Fig. 1: run 1, placed standard cells
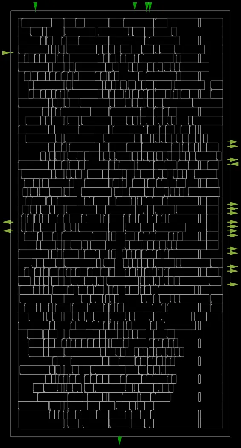
Fig. 2: run 1, wires at chosen ports, followed through buffers
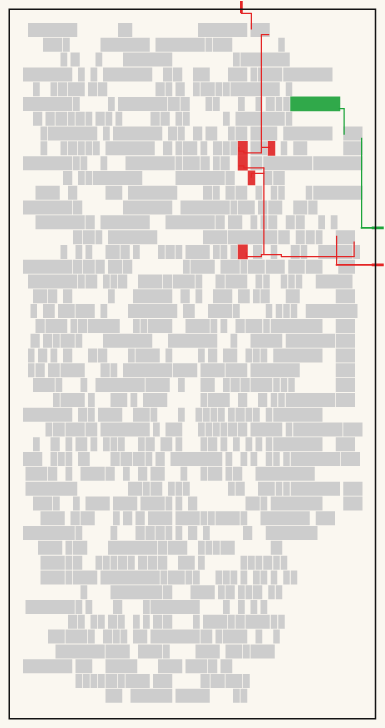
Fig. 3: run 1, wire density map
13 x 26 tiles, from black (low) to pale yellow (high), scaled to the fullest tile. Values are wire area over tile area, all layers added.
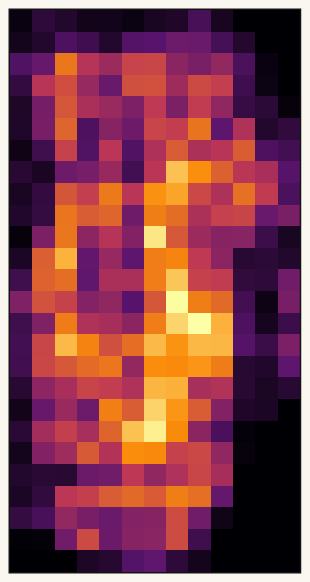
Fig. 4: run 1, sequential cells grouped by signal name
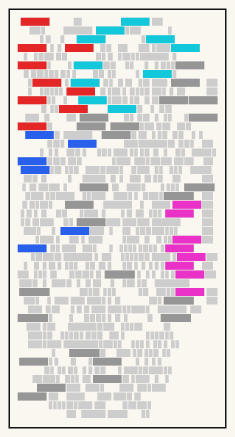
File: config.mk
export PLATFORM = sky130hd
export DESIGN_NAME = clock_display_scan
export DESIGN_NICKNAME = d
export VERILOG_FILES = /design/src/rtl/clock_display_scan.sv
export SDC_FILE = /design/constraint.sdc
export NUM_CORES = 1
export LEC_CHECK = 0
export ABC_AREA = 1
export CAP_MARGIN = 0
export CORE_ASPECT_RATIO = 2
export CORE_MARGIN = 2
export CORE_UTILIZATION = 55
export CTS_CLUSTER_DIAMETER = 60
export CTS_CLUSTER_SIZE = 28
export DETAILED_ROUTE_END_ITERATION = 12
export PLACE_DENSITY = 0.75
export SETUP_SLACK_MARGIN = 0.05
export SYNTH_ARGS = -nofsm -noshare
export SYNTH_HDL_FRONTEND = slang
export SYNTH_SLANG_ARGS = --single-unit
File: constraint.sdc
create_clock -name clk -period 5.2 [get_ports clk]
set_clock_uncertainty 0.2 [all_clocks]
set_input_delay 1.04 -clock clk [delete_from_list [all_inputs] [get_ports clk]]
set_output_delay 1.04 -clock clk [all_outputs]
set_load 0.005 [all_outputs]
File: src/rtl/clock_display_scan.sv
// HH:MM:SS real-time clock with set mode, field blink and an 8-digit multiplexed 7-segment scanner.
// Everything runs on clk; second/minute carries are single-cycle pulses.
module clock_display_scan #(
    parameter int unsigned CLK_HZ     = 1000,
    parameter int unsigned NUM_DIGITS = 8,
    parameter int unsigned HOUR_24    = 1,
    parameter int unsigned SCAN_DIV   = 1
) (
    input  logic       clk,
    input  logic       rst,
    input  logic       set_en,
    input  logic [1:0] set_sel,
    input  logic       inc,
    output logic [7:0] seg_com,
    output logic [7:0] seg_data,
    output logic       sec_tick,
    output logic       min_tick
);

    localparam int unsigned PW       = $clog2(CLK_HZ);
    localparam int unsigned HALF     = CLK_HZ / 2;
    localparam int unsigned BW       = (HALF > 1) ? $clog2(HALF) : 1;
    localparam int unsigned SW       = (SCAN_DIV > 1) ? $clog2(SCAN_DIV) : 1;
    localparam logic [4:0]  HOUR_RST = (HOUR_24 != 0) ? 5'd0 : 5'd12;

    logic [PW-1:0] presc_q, presc_d;
    logic [5:0]    sec_q, sec_d;
    logic [5:0]    min_q, min_d;
    logic [4:0]    hour_q, hour_d;
    logic          pm_q, pm_d;
    logic          sec_tick_q, sec_tick_d;
    logic          min_tick_q, min_tick_d;
    logic [BW-1:0] blink_cnt_q, blink_cnt_d;
    logic          blink_q, blink_d;
    logic [SW-1:0] scan_cnt_q, scan_cnt_d;
    logic [2:0]    idx_q, idx_d;
    logic [7:0]    seg_com_q, seg_com_d;
    logic [7:0]    seg_data_q, seg_data_d;

    logic [4:0] hour_nx;
    logic       pm_nx;
    logic [3:0] sec_ones, sec_tens, min_ones, min_tens, hour_ones, hour_tens;
    logic       blank_c;

    function automatic logic [7:0] font(input logic [3:0] d);
        case (d)
            4'd0:    return 8'hFC;
            4'd1:    return 8'h60;
            4'd2:    return 8'hDA;
            4'd3:    return 8'hF2;
            4'd4:    return 8'h66;
            4'd5:    return 8'hB6;
            4'd6:    return 8'hBE;
            4'd7:    return 8'hE0;
            4'd8:    return 8'hFE;
            4'd9:    return 8'hF6;
            default: return 8'h00;
        endcase
    endfunction

    // Hour successor, shared by the running carry and the set-mode increment.
    always_comb begin
        hour_nx = hour_q;
        pm_nx   = pm_q;
        if (HOUR_24 != 0) begin
            hour_nx = (hour_q == 5'd23) ? 5'd0 : hour_q + 5'd1;
        end else begin
            hour_nx = (hour_q == 5'd12) ? 5'd1 : hour_q + 5'd1;
            if (hour_q == 5'd11) begin
                pm_nx = ~pm_q;
            end
        end
    end

    // Prescaler and timekeeping; set mode freezes the prescaler and edits one field without carry.
    always_comb begin
        presc_d    = presc_q;
        sec_d      = sec_q;
        min_d      = min_q;
        hour_d     = hour_q;
        pm_d       = pm_q;
        sec_tick_d = 1'b0;
        min_tick_d = 1'b0;
        if (set_en) begin
            presc_d = '0;
            if (inc) begin
                case (set_sel)
                    2'd0: sec_d = (sec_q == 6'd59) ? 6'd0 : sec_q + 6'd1;
                    2'd1: min_d = (min_q == 6'd59) ? 6'd0 : min_q + 6'd1;
                    2'd2: begin
                        hour_d = hour_nx;
                        pm_d   = pm_nx;
                    end
                    default: ;
                endcase
            end
        end else if (presc_q == PW'(CLK_HZ - 1)) begin
            presc_d    = '0;
            sec_tick_d = 1'b1;
            if (sec_q == 6'd59) begin
                sec_d      = 6'd0;
                min_tick_d = 1'b1;
                if (min_q == 6'd59) begin
                    min_d  = 6'd0;
                    hour_d = hour_nx;
                    pm_d   = pm_nx;
                end else begin
                    min_d = min_q + 6'd1;
                end
            end else begin
                sec_d = sec_q + 6'd1;
            end
        end else begin
            presc_d = presc_q + PW'(1);
        end
    end

    // Free-running blink phase and digit scan index.
    always_comb begin
        blink_cnt_d = blink_cnt_q + BW'(1);
        blink_d     = blink_q;
        if (blink_cnt_q == BW'(HALF - 1)) begin
            blink_cnt_d = '0;
            blink_d     = ~blink_q;
        end
        scan_cnt_d = scan_cnt_q + SW'(1);
        idx_d      = idx_q;
        if (scan_cnt_q == SW'(SCAN_DIV - 1)) begin
            scan_cnt_d = '0;
            idx_d      = (idx_q == 3'(NUM_DIGITS - 1)) ? 3'd0 : idx_q + 3'd1;
        end
    end

    // Digit decode: select and data are registered together from the same idx.
    always_comb begin
        sec_ones  = 4'(sec_q % 6'd10);
        sec_tens  = 4'(sec_q / 6'd10);
        min_ones  = 4'(min_q % 6'd10);
        min_tens  = 4'(min_q / 6'd10);
        hour_ones = 4'(hour_q % 5'd10);
        hour_tens = 4'(hour_q / 5'd10);
        seg_com_d = ~(8'h80 >> idx_q);
        case (idx_q)
            3'd0: seg_data_d = font(sec_ones);
            3'd1: seg_data_d = font(sec_tens);
            3'd2: seg_data_d = font(min_ones) | 8'h01;
            3'd3: seg_data_d = font(min_tens);
            3'd4: seg_data_d = font(hour_ones) | 8'h01;
            3'd5: seg_data_d = ((HOUR_24 == 0) && (hour_tens == 4'd0)) ? 8'h00 : font(hour_tens);
            3'd6: seg_data_d = (HOUR_24 != 0) ? 8'h00 : (pm_q ? 8'hCE : 8'hEE);
            default: seg_data_d = 8'h00;
        endcase
        // idx[2:1] is the field number of a time digit; digits 6/7 map to 3 and never blink.
        blank_c = set_en && blink_q && (set_sel != 2'd3) && (idx_q[2:1] == set_sel);
        if (blank_c) begin
            seg_data_d = 8'h00;
        end
    end

    always_ff @(posedge clk or posedge rst) begin
        if (rst) begin
            presc_q     <= '0;
            sec_q       <= 6'd0;
            min_q       <= 6'd0;
            hour_q      <= HOUR_RST;
            pm_q        <= 1'b0;
            sec_tick_q  <= 1'b0;
            min_tick_q  <= 1'b0;
            blink_cnt_q <= '0;
            blink_q     <= 1'b0;
            scan_cnt_q  <= '0;
            idx_q       <= 3'd0;
            seg_com_q   <= 8'hFF;
            seg_data_q  <= 8'h00;
        end else begin
            presc_q     <= presc_d;
            sec_q       <= sec_d;
            min_q       <= min_d;
            hour_q      <= hour_d;
            pm_q        <= pm_d;
            sec_tick_q  <= sec_tick_d;
            min_tick_q  <= min_tick_d;
            blink_cnt_q <= blink_cnt_d;
            blink_q     <= blink_d;
            scan_cnt_q  <= scan_cnt_d;
            idx_q       <= idx_d;
            seg_com_q   <= seg_com_d;
            seg_data_q  <= seg_data_d;
        end
    end

    assign seg_com  = seg_com_q;
    assign seg_data = seg_data_q;
    assign sec_tick = sec_tick_q;
    assign min_tick = min_tick_q;

endmodule

==> results.sh, run 1 <==
# yosys + openroad results
export IMPL_die_w_um=67.1
export IMPL_seq_cell_power_uw=632
export IMPL_layout_setup_ws_ns=2.17
export IMPL_nets=652
export IMPL_p_per_area_nw_per_um2=618
export IMPL_setup_viol=0
export IMPL_top_area_share_pct=28.6
export IMPL_combPwrFrac_pct=59.1
export IMPL_edf_count=0
export IMPL_lay_top_cells="122 x nand2_1, 82 x inv_1, 55 x nor2_1"
export IMPL_nMultiInputCombCells=423
export IMPL_yosys_stat_seqShare_pct=33.4
export IMPL_total_power_mw=3.12
export IMPL_grt_pass1_wl_um=16300
export IMPL_area_leaders="dfrtp_1 29%, ha_1 11%, nand2_1 10%"
export IMPL_place_area_um2=4720
export IMPL_drive_gt1_share_pct=13.2
export IMPL_use_met3_pct=4.48
export IMPL_drv_slew=0
export IMPL_ff_count=58
export IMPL_cts_tree="yes"
export IMPL_antennaDiodeCount=0
export IMPL_hold_path_depth=1
export IMPL_cts_setup_buffers=0
export IMPL_synthXorXnorAreaFrac_pct=1.20
export IMPL_p_sw_mw=1.50
export IMPL_synth_cells=574
export IMPL_hpwl_um=7260
export IMPL_yosysWarnings=0
export IMPL_hold_viol=0
export IMPL_syn_area_per_cell_um2=7.62
export IMPL_n_all_inverters=91
export IMPL_warnings=54
export IMPL_synth_net_count=619
export IMPL_antenna_found_initial=0
export IMPL_mux_share_pct=0
export IMPL_fp_util_pct=55.9
export IMPL_cts_path_max_buffers=2
export IMPL_crit_slowest_cell="a21oi_1"
export IMPL_status="complete, no violations"
export IMPL_clkCellAreaFrac_pct=6.51
export IMPL_use_met1_pct=30.9
export IMPL_final_cells=708
export IMPL_post_cts_resized=0
export IMPL_wl_met2_um=4730
About Fig. 1:
final core occ: 64.5%
Rows: 46
Filler Cells Inserted: 715

About Fig. 2:
[green] `min_tick` | bits: 1 | direction: output | edge: east | end cells: 1 | buffers: 1 | wire: 24.2 um
[red] `set_sel` | bits: 2 | direction: input | edge: 1 north, 1 east | end cells: 5 | buffers: 2 | wire: 94.8 um

About Fig. 3:
fullest tile: 0.48
densest ninth of the die: center
tiles over half the peak: 32%
nearly empty tiles: 11%

About Fig. 4:
[magenta] `seg_data` | placed flops: 8 | where: east
[cyan] `presc_q` | placed flops: 10 | where: north
[red] `blink_cnt_q` | placed flops: 9 | where: north-west
[blue] `min_q` | placed flops: 6

==> inputs of run 2 (changes only) <==
clock period = 2.94 ns   (was 5.2 ns; I/O delays follow)
Fig. 5: run 2, sequential cells grouped by signal name
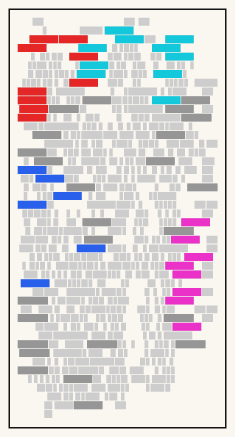
[blue] `min_q` | placed flops: 6 | where: west
[magenta] `seg_data` | placed flops: 8
[cyan] `presc_q` | placed flops: 10
[red] `blink_cnt_q` | placed flops: 9 | where: north-west
not colored: 25
final core occ: 66.5%
Sequential cell area: 1470 um^2

==> run 2 against run 1 <==
Sequential share of layout area down 0.75 points. Wire length up 3.9%. Global-route usage up 0.96 points. Largest power group unchanged. Highest routed layer unchanged.
==> results.sh, run 2 <==
# yosys + openroad results
export IMPL_wl_met2_um=5030
export IMPL_use_met3_pct=4.14
export IMPL_yosysWarnings=0
export IMPL_nMultiInputCombCells=423
export IMPL_total_power_mw=5.71
export IMPL_die_w_um=67.1
export IMPL_ff_count=58
export IMPL_lay_top_cells="120 x nand2_1, 80 x inv_1, 54 x nor2_1"
export IMPL_edf_count=0
export IMPL_warnings=54
export IMPL_final_fill_count=686
export IMPL_place_area_um2=4770
export IMPL_synth_cells=574
export IMPL_synthXorXnorAreaFrac_pct=1.20
export IMPL_n_all_inverters=91
export IMPL_top_area_share_pct=28.6
export IMPL_antenna_found_initial=0
export IMPL_drv_slew=0
export IMPL_synth_net_count=619
export IMPL_p_sw_mw=2.70
export IMPL_status="complete, no violations"
export IMPL_rows=46
export IMPL_antennaDiodeCount=0
export IMPL_layout_setup_ws_ns=0.273
export IMPL_syn_area_per_cell_um2=7.62
Fig. 6: run 2, placed standard cells
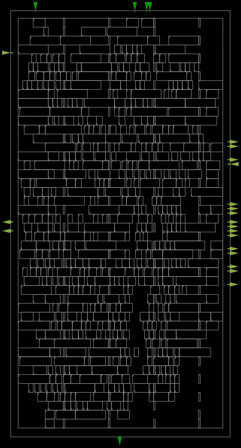
sequential share of cell area: 28.2%
n_taps: 96
final std cells w/o fill: 720
core box area: 7830 um^2

Power figures rest on the tool's default switching activity, not on a simulated workload.
